**src/rtl/ps2_host_tx.sv**
```systemverilog
// ---------------------------------------------------------------------------
// ps2_host_tx
//
// PS/2 host-to-device transmitter. Sends one command byte to the attached
// keyboard or mouse using the full host request sequence: the clock line is
// inhibited, request-to-send is signalled with a start bit, the device clocks
// out d0..d7, odd parity and stop, and the device ACK bit is checked.
// Both PS/2 lines are open-collector; this block only produces drive-low
// enables and the top level builds the pads from them.
//
// Ports
//   clk          system clock (100 MHz nominal)
//   reset        asynchronous active-high reset
//   tx_data      command byte, latched when tx_start is accepted
//   tx_start     one-cycle request, only accepted while idle
//   ps2_clk_in   raw PS/2 clock pad level
//   ps2_data_in  raw PS/2 data pad level
//   ps2_clk_oe   1 pulls the PS/2 clock line low
//   ps2_data_oe  1 pulls the PS/2 data line low
//   busy         high whenever a transfer is in progress
//   tx_done      one-cycle pulse: frame sent and ACKed
//   tx_error     one-cycle pulse: missing ACK or device timeout
// ---------------------------------------------------------------------------
module ps2_host_tx #(
    parameter int INHIBIT_CYCLES = 10000,
    parameter int TIMEOUT_CYCLES = 200000
) (
    input  logic       clk,
    input  logic       reset,
    input  logic [7:0] tx_data,
    input  logic       tx_start,
    input  logic       ps2_clk_in,
    input  logic       ps2_data_in,
    output logic       ps2_clk_oe,
    output logic       ps2_data_oe,
    output logic       busy,
    output logic       tx_done,
    output logic       tx_error
);

    localparam int IW = (INHIBIT_CYCLES > 1) ? $clog2(INHIBIT_CYCLES) : 1;
    localparam int TW = (TIMEOUT_CYCLES > 1) ? $clog2(TIMEOUT_CYCLES) : 1;
    localparam logic [IW-1:0] INHIBIT_LAST = IW'(INHIBIT_CYCLES - 1);
    localparam logic [TW-1:0] TIMEOUT_LAST = TW'(TIMEOUT_CYCLES - 1);

    typedef enum logic [2:0] {
        S_IDLE,
        S_INHIBIT,
        S_RTS,
        S_SEND,
        S_ACK,
        S_WAIT_IDLE
    } state_t;

    // -----------------------------------------------------------------------
    // Pad synchronizers. The clock line gets a third stage so a falling edge
    // can be seen as s3=1, s2=0. Both chains reset to 1 (idle bus) so that
    // leaving reset never looks like a device clock edge.
    // -----------------------------------------------------------------------
    logic [2:0] clk_sync_reg;
    logic [1:0] data_sync_reg;

    always_ff @(posedge clk or posedge reset) begin
        if (reset) begin
            clk_sync_reg  <= 3'b111;
            data_sync_reg <= 2'b11;
        end else begin
            clk_sync_reg  <= {clk_sync_reg[1:0], ps2_clk_in};
            data_sync_reg <= {data_sync_reg[0], ps2_data_in};
        end
    end

    logic clk_s2;
    logic data_s2;
    logic clk_fall;

    assign clk_s2   = clk_sync_reg[1];
    assign data_s2  = data_sync_reg[1];
    assign clk_fall = clk_sync_reg[2] & ~clk_sync_reg[1];

    // -----------------------------------------------------------------------
    // State and datapath registers
    // -----------------------------------------------------------------------
    state_t          state_reg,       state_next;
    logic [9:0]      shift_reg,       shift_next;
    logic [3:0]      bit_cnt_reg,     bit_cnt_next;
    logic [IW-1:0]   inhibit_cnt_reg, inhibit_cnt_next;
    logic [TW-1:0]   timeout_cnt_reg, timeout_cnt_next;
    logic            clk_oe_reg,      clk_oe_next;
    logic            data_oe_reg,     data_oe_next;
    logic            busy_reg,        busy_next;
    logic            done_reg,        done_next;
    logic            error_reg,       error_next;

    always_ff @(posedge clk or posedge reset) begin
        if (reset) begin
            state_reg       <= S_IDLE;
            shift_reg       <= '0;
            bit_cnt_reg     <= '0;
            inhibit_cnt_reg <= '0;
            timeout_cnt_reg <= '0;
            clk_oe_reg      <= 1'b0;
            data_oe_reg     <= 1'b0;
            busy_reg        <= 1'b0;
            done_reg        <= 1'b0;
            error_reg       <= 1'b0;
        end else begin
            state_reg       <= state_next;
            shift_reg       <= shift_next;
            bit_cnt_reg     <= bit_cnt_next;
            inhibit_cnt_reg <= inhibit_cnt_next;
            timeout_cnt_reg <= timeout_cnt_next;
            clk_oe_reg      <= clk_oe_next;
            data_oe_reg     <= data_oe_next;
            busy_reg        <= busy_next;
            done_reg        <= done_next;
            error_reg       <= error_next;
        end
    end

    // -----------------------------------------------------------------------
    // Next-state logic. The *_next outputs describe the line drive for the
    // state being entered, so every output is a plain register.
    // -----------------------------------------------------------------------
    logic device_phase;

    always_comb begin
        state_next       = state_reg;
        shift_next       = shift_reg;
        bit_cnt_next     = bit_cnt_reg;
        inhibit_cnt_next = inhibit_cnt_reg;
        timeout_cnt_next = timeout_cnt_reg;
        clk_oe_next      = 1'b0;
        data_oe_next     = data_oe_reg;
        done_next        = 1'b0;
        error_next       = 1'b0;
        device_phase     = 1'b0;

        case (state_reg)
            S_IDLE: begin
                data_oe_next = 1'b0;
                if (tx_start) begin
                    // Frame order on the wire after the start bit:
                    // d0..d7, odd parity, stop.
                    shift_next       = {1'b1, ~^tx_data, tx_data};
                    bit_cnt_next     = '0;
                    inhibit_cnt_next = '0;
                    timeout_cnt_next = '0;
                    clk_oe_next      = 1'b1;
                    state_next       = S_INHIBIT;
                end
            end

            S_INHIBIT: begin
                clk_oe_next  = 1'b1;
                data_oe_next = 1'b0;
                if (inhibit_cnt_reg == INHIBIT_LAST) begin
                    data_oe_next = 1'b1;
                    state_next   = S_RTS;
                end else begin
                    inhibit_cnt_next = inhibit_cnt_reg + IW'(1);
                end
            end

            S_RTS: begin
                // Release the clock while still holding the start bit.
                data_oe_next = 1'b1;
                state_next   = S_SEND;
            end

            S_SEND: begin
                device_phase = 1'b1;
                if (clk_fall) begin
                    data_oe_next = ~shift_reg[0];
                    shift_next   = {1'b0, shift_reg[9:1]};
                    bit_cnt_next = bit_cnt_reg + 4'd1;
                    if (bit_cnt_reg == 4'd9) begin
                        state_next = S_ACK;
                    end
                end
            end

            S_ACK: begin
                device_phase = 1'b1;
                data_oe_next = 1'b0;
                if (clk_fall) begin
                    if (!data_s2) begin
                        state_next = S_WAIT_IDLE;
                    end else begin
                        state_next = S_IDLE;
                        error_next = 1'b1;
                    end
                end
            end

            S_WAIT_IDLE: begin
                device_phase = 1'b1;
                data_oe_next = 1'b0;
                if (clk_s2 && data_s2) begin
                    state_next = S_IDLE;
                    done_next  = 1'b1;
                end
            end

            default: begin
                state_next   = S_IDLE;
                data_oe_next = 1'b0;
            end
        endcase

        // Device watchdog: overrides whatever the state decided, including a
        // fall or bus-idle seen in the same cycle.
        if (device_phase) begin
            if (timeout_cnt_reg == TIMEOUT_LAST) begin
                state_next   = S_IDLE;
                clk_oe_next  = 1'b0;
                data_oe_next = 1'b0;
                done_next    = 1'b0;
                error_next   = 1'b1;
            end else if (clk_fall) begin
                timeout_cnt_next = '0;
            end else begin
                timeout_cnt_next = timeout_cnt_reg + TW'(1);
            end
        end

        busy_next = (state_next != S_IDLE);
    end

    assign ps2_clk_oe  = clk_oe_reg;
    assign ps2_data_oe = data_oe_reg;
    assign busy        = busy_reg;
    assign tx_done     = done_reg;
    assign tx_error    = error_reg;

endmodule

```
**config.mk**
```make
export PLATFORM = sky130hd
export DESIGN_NAME = ps2_host_tx
export DESIGN_NICKNAME = d
export VERILOG_FILES = /design/src/rtl/ps2_host_tx.sv
export SDC_FILE = /design/constraint.sdc
export NUM_CORES = 1
export LEC_CHECK = 0
export CAP_MARGIN = 20
export CORE_MARGIN = 2
export CORE_UTILIZATION = 53
export DETAILED_ROUTE_END_ITERATION = 12
export GPL_TIMING_DRIVEN = 1
export PLACE_DENSITY_LB_ADDON = 0.15
export SETUP_SLACK_MARGIN = 0.02
export SLEW_MARGIN = 20
export SYNTH_ARGS = -nofsm -noshare
export SYNTH_HDL_FRONTEND = slang
export SYNTH_SLANG_ARGS = --single-unit
```
**constraint.sdc**
```tcl
create_clock -name clk -period 2 [get_ports clk]
set_clock_uncertainty 0.1 [all_clocks]
set_input_delay 0.3 -clock clk [delete_from_list [all_inputs] [get_ports clk]]
set_output_delay 0.3 -clock clk [all_outputs]
set_load 0.02 [all_outputs]
```
==> run_1/met3.png <==
Scale: 3 px per µm.
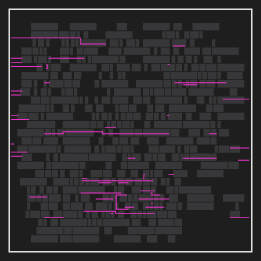
- longest straight run: 23.5 µm
- wire length on this layer: 330 µm
met3 usage: 0.0528
WL final: 6670 µm
vias after detailed routing: 2641

==> run_1/drive_strength.png <==
Scale: 4 px per µm.
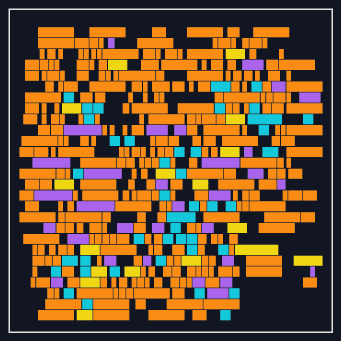
- drive 6 and up: yellow (cells 17; share 4.3%)
- drive 3 to 4: cyan (cells 42; share 11%)
- drive 2: purple (cells 31; share 7.9%)
- drive 1 or less: orange (cells 303; share 77%)
fin area: 3910 µm²
Buffers, non-clock: 58
Area Overhead vs Synth: 26.4%
Final WS setup: 0.0240 ns

==> run_1/final_placement.png <==
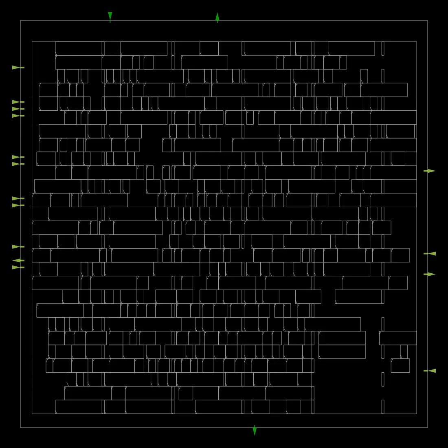
sequential share of cell area: 0.380
core area: 5570 µm²
non-filler cells, final: 465

==> run_1/registers.png <==
Scale: 4 px per µm. Other sequential cells in the stronger gray, the rest of the logic in the fainter gray.
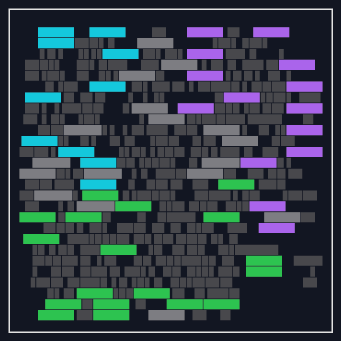
- timeout_cnt_reg: green (placed flops 18)
- shift_reg: cyan (placed flops 10)
- inhibit_cnt_reg: purple (placed flops 14)
- not colored: 17
Final Core Density: 0.701
P_seq: 0.00206 W
FF+latch area: 1480 µm²

==> job_summary.md, run 1 <==
### Flow metrics

| Metric | Value |
|---|---|
| Initial antenna violation count | 0 |
| Min Hold Slack | around 0.23 ns |
| Die Wd | approximately 80 µm |
| Tcrit/Tclk final | 0.988 |
| Kind of critical path | flop to flop |
| Mapped Cells | 332 |
| CP endpoint kind | flop |
| Num CTS Buffers | 9 |
| Placed Cells | between 400 and 500 |
| Nets | 405 |
| Most numerous logic cell after layout | dfrtp_1 |
| Root buffer cell | clkbuf_8 |
| CP max FO | 6 |
| Die ar. | 6460 µm² |
| Reg clk slew, reported paths | ~0.07 ns |
| Vias per cell | ~5.7 |
| Peak supply drop | around 0.74 mV |
| Insertion delay at the late pin of the worst-skew pair | 0.35 ns |
| Total Routing Usage GR | 0.226 |
| # IOs | 18 |
| Layout cell share with drive strength beyond 1 | 0.229 |
| Htree depth | 3 |
| Commonest flop | dfrtp_1 |
| Port bufs | 17 |
| Vias in the first global route | between 2000 and 2500 |
| DRC | 0 |
| Top cells excl fill/tap | dfrtp_1, nand2_1, buf_4, nor2_1, nand3_1 |
| Slew HR | 0.718 |
| Lkg Pwr | between 1.5 and 2 nW |
| First-pass GRT wire length | 11200 µm |
| Minimum clock period | 1.98 ns |
| RD Place Congestion | 0.843 |
| Overflow after GRT | 0 |
| Number of max-cap violations | 0 |
| Final hold vios | 0 |
| Hold Path Class | input port to async pin |
| RSZ-0062 raised after global routing | true |
| Synth async-reset ratio | 1.00 |
| Row count | 27 |
| Crit start category | flop |
| Synth warn | 0 |
| Initial drt markers | 230 |
| Antenna cells | 0 |
| Worst EP required | 2.13 ns |
| CP arrival | 2.11 ns |
| Yosys cell count | 332 |
| OpenROAD warnings | 29 |
| Die height | between 80 and 90 µm |
| Init Core Util | 0.554 |
| Fmax | 0.506 GHz |
| Outcome | finished clean |
| Drt pass-1 iters | 5 |
| CTS tree | built |
| Post-synth regs | just under 60 |
| Mapped Nets | 349 |
| Fill cells | 448 |
| Flip-flops with a built-in enable | 0 |
| Synth Seq Share | 0.480 |
| Max reg flops | 18 |
| DP Wirelength | 4470 µm |
| Yosys Chip Area | 3090 µm² |
| CTS Sinks | 59 |
| Slew at the pin closest to its max-slew limit | 0.422 ns |
| Average size of a mapped cell | 9.31 µm² |
| R2R Setup Slk | 0.02 ns |
| Max Slew Vio Count | 0 |
| Largest net degree at the start of global routing | 60 |
| Mapped Area | 3090 µm² |
| Cell Type Count | 50 |
run 1: final timing paths:
kind,startpoint,endpoint,cells past startpoint
max,timeout_cnt_reg[1]$_DFF_PP0_,timeout_cnt_reg[5]$_DFF_PP0_,7
min,reset,timeout_cnt_reg[10]$_DFF_PP0_,3
max reg2reg,timeout_cnt_reg[1]$_DFF_PP0_,timeout_cnt_reg[5]$_DFF_PP0_,7
min reg2reg,data_sync_reg[0]$_DFF_PP1_,data_sync_reg[1]$_DFF_PP1_,0
max in group asynchronous,reset,clk_sync_reg[1]$_DFF_PP1_,3
min in group clk,data_sync_reg[0]$_DFF_PP1_,data_sync_reg[1]$_DFF_PP1_,0
run 1: cell type report:
cell class,instances,area [µm²],area share
sequential,59,1480,0.380
tap,72,90.1,0.0231
inverter,9,33.8,0.00865
timing repair buffer,58,509,0.130
multi-input combinational,251,1580,0.405
clock inverter,4,50.0,0.0128
clock buffer,12,155,0.0397
run 1: worst max-delay path, cell delays in order (launching register included):
cell and delay, ns:
dfrtp_1 0.37, ha_2 0.19, and4_4 0.23, nand4_1 0.25
o21a_2 0.34, buf_6 0.16, a21oi_1 0.15, o21ai_1 0.08
run 1: per-stage QoR:
stage | cell area, µm² | setup WS [ns] | power [W]
finish | 3910 | 0.0240 | 0.00461
global route | 3910 | -0.0270 | 0.00494
CTS | 3770 | 0.0272 | 0.00456
detailed placement | 3570 | -0.159 | 0.00343
global placement | 3570 | -0.117 | 0.00337
floorplan | 3090 | -0.0134 | 0.00290
run 1: synth_stat cells (all sizes together) (2+ instances only):
cell type / count / area (µm²)
nand4: 10 / 62.6
nand2: 51 / 191
nor4b: 5 / 71.3
buf: 7 / 37.5
nand3: 21 / 105
xor2: 7 / 61.3
xnor2: 15 / 131
nand2b: 3 / 18.8
and2: 4 / 25.0
or4b: 2 / 23.8
dfstp: 5 / 131
or3: 6 / 37.5
a31oi: 10 / 62.6
nor4: 7 / 43.8
a21oi: 15 / 82.6
dfrtp: 54 / 1350
nor2b: 2 / 12.5
nor3: 5 / 25.0
and4: 3 / 27.5
nor2: 34 / 130
ha: 4 / 50.1
a22o: 3 / 26.3
nand3b: 2 / 15.0
mux2i: 7 / 70.1
inv: 9 / 33.8
clkbuf: 6 / 22.5
and3: 5 / 31.3
o21ai: 16 / 80.1
run 1: power by group:
part	switching (W)	total, W	internal (W)	leakage, nW
Combinational	0.000718	0.00144	0.000722	0.872
Sequential	0.000417	0.00206	0.00164	0.691
Clock	0.000470	0.00111	0.000641	0.0986
run 1: kinds of logic after synthesis:
group,after synthesis,synth area share
xor+xnor,22,0.0623
compound gates,54,0.111
buf+inv,22,0.0304
flops,59,0.480
simple gates,163,0.274
fa+ha+maj,4,0.0162
mux,8,0.0263
run 1: per-layer routing:
metal | GRT usage | vias to the layer above | share of wire
li1 | - | 1296 | -
met1 | 0.311 | 1256 | 0.48
met2 | 0.336 | 75 | 0.45
met3 | 0.0528 | 14 | 0.050
met4 | 0.110 | 0 | 0.020
met5 | 0 | - | 0
run 1: repair_timing:
action,CTS,global route
hold buffers,0,0
resized,0,25
buffers inserted,0,5
setup endpoints to repair,0,27
==> run_1/cell_classes.png <==
Scale: 6 px per µm.
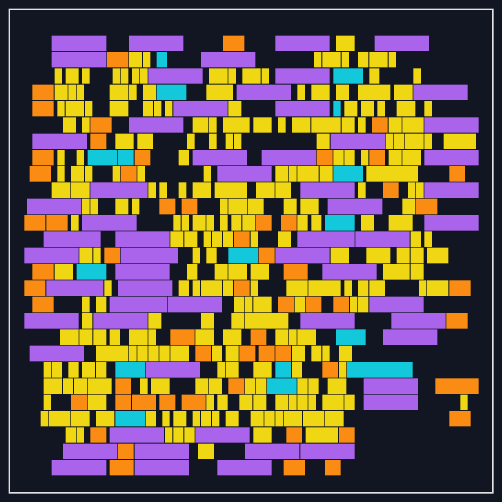

==> inputs of run 2 (changes only) <==
CTS_CLUSTER_SIZE = 30   (was default)
PLACE_DENSITY_LB_ADDON = 0.3   (was 0.15)
==> run_2/cell_classes.png <==
Scale: 6 px per µm.
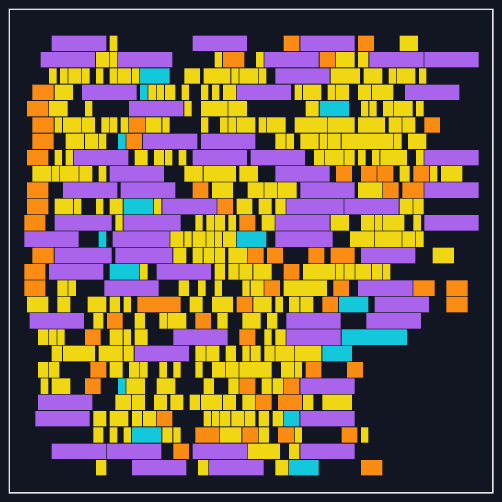
- flip-flops: purple (cells 59; share of their area 39%)
- clock drivers and dummy loads: cyan (cells 15; share of their area 4.7%)
- all other logic: yellow (cells 260; share of their area 43%)
- other buffers and delay cells: orange (cells 59; share of their area 13%)
row count: 27
sequential share of cell area: 0.383
Final Core Density: 0.696

==> run_2/final_placement.png <==
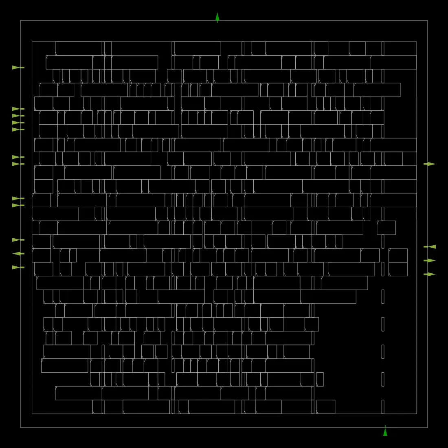
Fill cells: 445
num sequential: 59

==> run 2 against run 1 <==
Against the previous run:
- power fell by 0.57%
- synthesized cell count did not move
- routed wire length rose by 1.0%
- non-clock buffer count rose by 1
- synthesized area did not move
- sequential power barely moved
- critical path depth fell by 1
- critical path type unchanged
- worst hold slack improved by 0.0027 ns
- via count fell by 0.53%
- worst setup slack improved by 0.029 ns
- clock power fell by 8%
==> job_summary.md, run 2 <==
### Flow metrics

| Metric | Value |
|---|---|
| Outcome | finished clean |
| Gate power share | 0.332 (+0.020) |
| Die ar. | 6460 µm² (unchanged) |
| Average size of a mapped cell | 9.31 µm² (unchanged) |
| Tcrit/Tclk final | 0.974 (-0.0144) |
| R2r startpoint | state_reg[1]$_DFF_PP0_ |
| Cell Type Count | 50 (unchanged) |
| Lkg Pwr | 1.65 nW (-0.54%) |
| Core area | 5570 µm² (unchanged) |
| DRC | 0 (unchanged) |
| Htree depth | 3 (unchanged) |
| Mapped Nets | 349 (unchanged) |
| Vias after detailed routing | 2627 (-0.53%) |
| DP Wirelength | 4580 µm (+2.5%) |
| Most numerous logic cell after layout | dfrtp_1 |
| Area Overhead vs Synth | 25.6% |
| Crit start category | flop |
| Fmax | 0.514 GHz (+1.5%) |
| Final WS setup | 0.0528 ns (+0.0288 ns) |
| Yosys cell count | 332 (unchanged) |
| Seq pwr share | 0.445 (-0.002) |
| Initial drt markers | 154 (-33%) |
| Reg clk slew, reported paths | 0.07 ns (about the same) |
| Vias per cell | 5.65 (-0.53%) |
| RD Place Congestion | 0.817 (-3.1%) |
| Initial antenna violation count | 0 (unchanged) |
| Number of max-cap violations | 0 (unchanged) |
| OpenROAD warnings | 30 (+3.4%) |
| Mapped Area | 3090 µm² (unchanged) |
| Switching Fraction | 0.349 (+0.000612) |
| Crit path max-delay cell type | or4b_4 |
| Mapped Cells | 332 (unchanged) |
| Antenna cells | 0 (unchanged) |
| WL final | 6730 µm (+1.0%) |
| Flip-flops with a built-in enable | 0 (unchanged) |
| Final hold vios | 0 (unchanged) |
| Synth Seq Share | 0.480 (unchanged) |
| Init Core Util | 0.554 (unchanged) |
| FF+latch area | 1490 µm² (about the same) |
| Post-synth regs | 59 (unchanged) |
| Insertion delay at the late pin of the worst-skew pair | 0.35 ns (about the same) |
| R2R Path End | timeout_cnt_reg[11]$_DFF_PP0_ |
| CP Cell Sequence | or4b_4, nand4_1, o22ai_4, buf_4, a21o_1, a22o_1 |
| # IOs | 18 (unchanged) |
| CTS Sinks | 59 (unchanged) |
| Max Slew Vio Count | 0 (unchanged) |
| Commonest flop | dfrtp_1 |
| CP bufs+invs | 1 (unchanged) |
| Slew HR | 0.689 (-0.0297) |
| Overflow after GRT | 0 (unchanged) |
==> run 2: netlist changes by cell type in the layout (fill, tap and decap cells not counted), sizes merged <==
cell / delta
buf: +2
clkbuf: +1
clkinv: -1
clkinvlp: -1
clkdlybuf4s15: -1
==> run 2: area by class of cell <==
type	instances	area share
multi-input cells	251	0.409
clock buffers	13	0.0358
clock inverters	2	0.00967
inverters	9	0.00870
well taps	72	0.0232
flip-flops and latches	59	0.383
repair buffers	59	0.131
==> run 2: worst max-delay path by stage <==
stage,from,endpoint,depth (start not counted)
2_1_floorplan,inhibit_cnt_reg[4]$_DFFE_PP0P_,inhibit_cnt_reg[0]$_DFFE_PP0P_,4
3_5_place_dp,tx_start,timeout_cnt_reg[3]$_DFF_PP0_,7
4_1_cts,timeout_cnt_reg[9]$_DFF_PP0_,timeout_cnt_reg[11]$_DFF_PP0_,5
5_1_grt,inhibit_cnt_reg[11]$_DFFE_PP0P_,inhibit_cnt_reg[13]$_DFFE_PP0P_,6
3_3_place_gp,tx_start,timeout_cnt_reg[3]$_DFF_PP0_,7
6_report,state_reg[1]$_DFF_PP0_,timeout_cnt_reg[11]$_DFF_PP0_,6
==> run 2: tightest hold or removal path, cell delays in order <==
cell and delay, ns:
clkdlybuf4s50_1 0.42, inv_2 0.06, buf_4 0.30
==> run 2: power groups by stage <==
stage / combinational, W / sequential (W) / clock [W]
floorplan: 0.000879 / 0.00202 / 0
global placement: 0.00136 / 0.00201 / 0
detailed placement: 0.00142 / 0.00203 / 0
CTS: 0.00146 / 0.00201 / 0.00103
global route: 0.00172 / 0.00210 / 0.00109
finish: 0.00152 / 0.00204 / 0.00102
==> run 2: cells by family after synthesis <==
| group | synth area share |
|---|---|
| and+or+nand+nor | 0.274 |
| DFF | 0.480 |
| AOI/OAI and AO/OA | 0.111 |
| xor gates and xnor gates | 0.0623 |
| buffers and inverters | 0.0304 |
| muxes | 0.0263 |
| adders and majority gates | 0.0162 |
==> run 2: what timing repair did <==
action	CTS	global route
pin swaps	4	13
setup endpoints to repair	11	36
buffers inserted	3	5
gates resized	2	21
==> run 2: per-layer routing <==
layer	global-route usage	wire [µm]
met5	0	0
met1	0.319	3160
met3	0.0573	280
met2	0.371	3170
met4	0.0966	125
==> run 2: per-stage QoR <==
step | instance area (µm²) | cells | hold slack [ns] | setup TNS, ns | total power [W]
finish | 3880 | 465 | 0.236 | 0 | 0.00458
global route | 3880 | 465 | 0.259 | -0.0404 | 0.00491
CTS | 3770 | 460 | 0.247 | 0 | 0.00451
detailed placement | 3560 | 442 | 0.247 | -2.54 | 0.00345
global placement | 3560 | 442 | 0.245 | -2.45 | 0.00337
floorplan | 3090 | 332 | 0.204 | -0.0134 | 0.00290
Power is estimated from default activity; no workload was simulated.
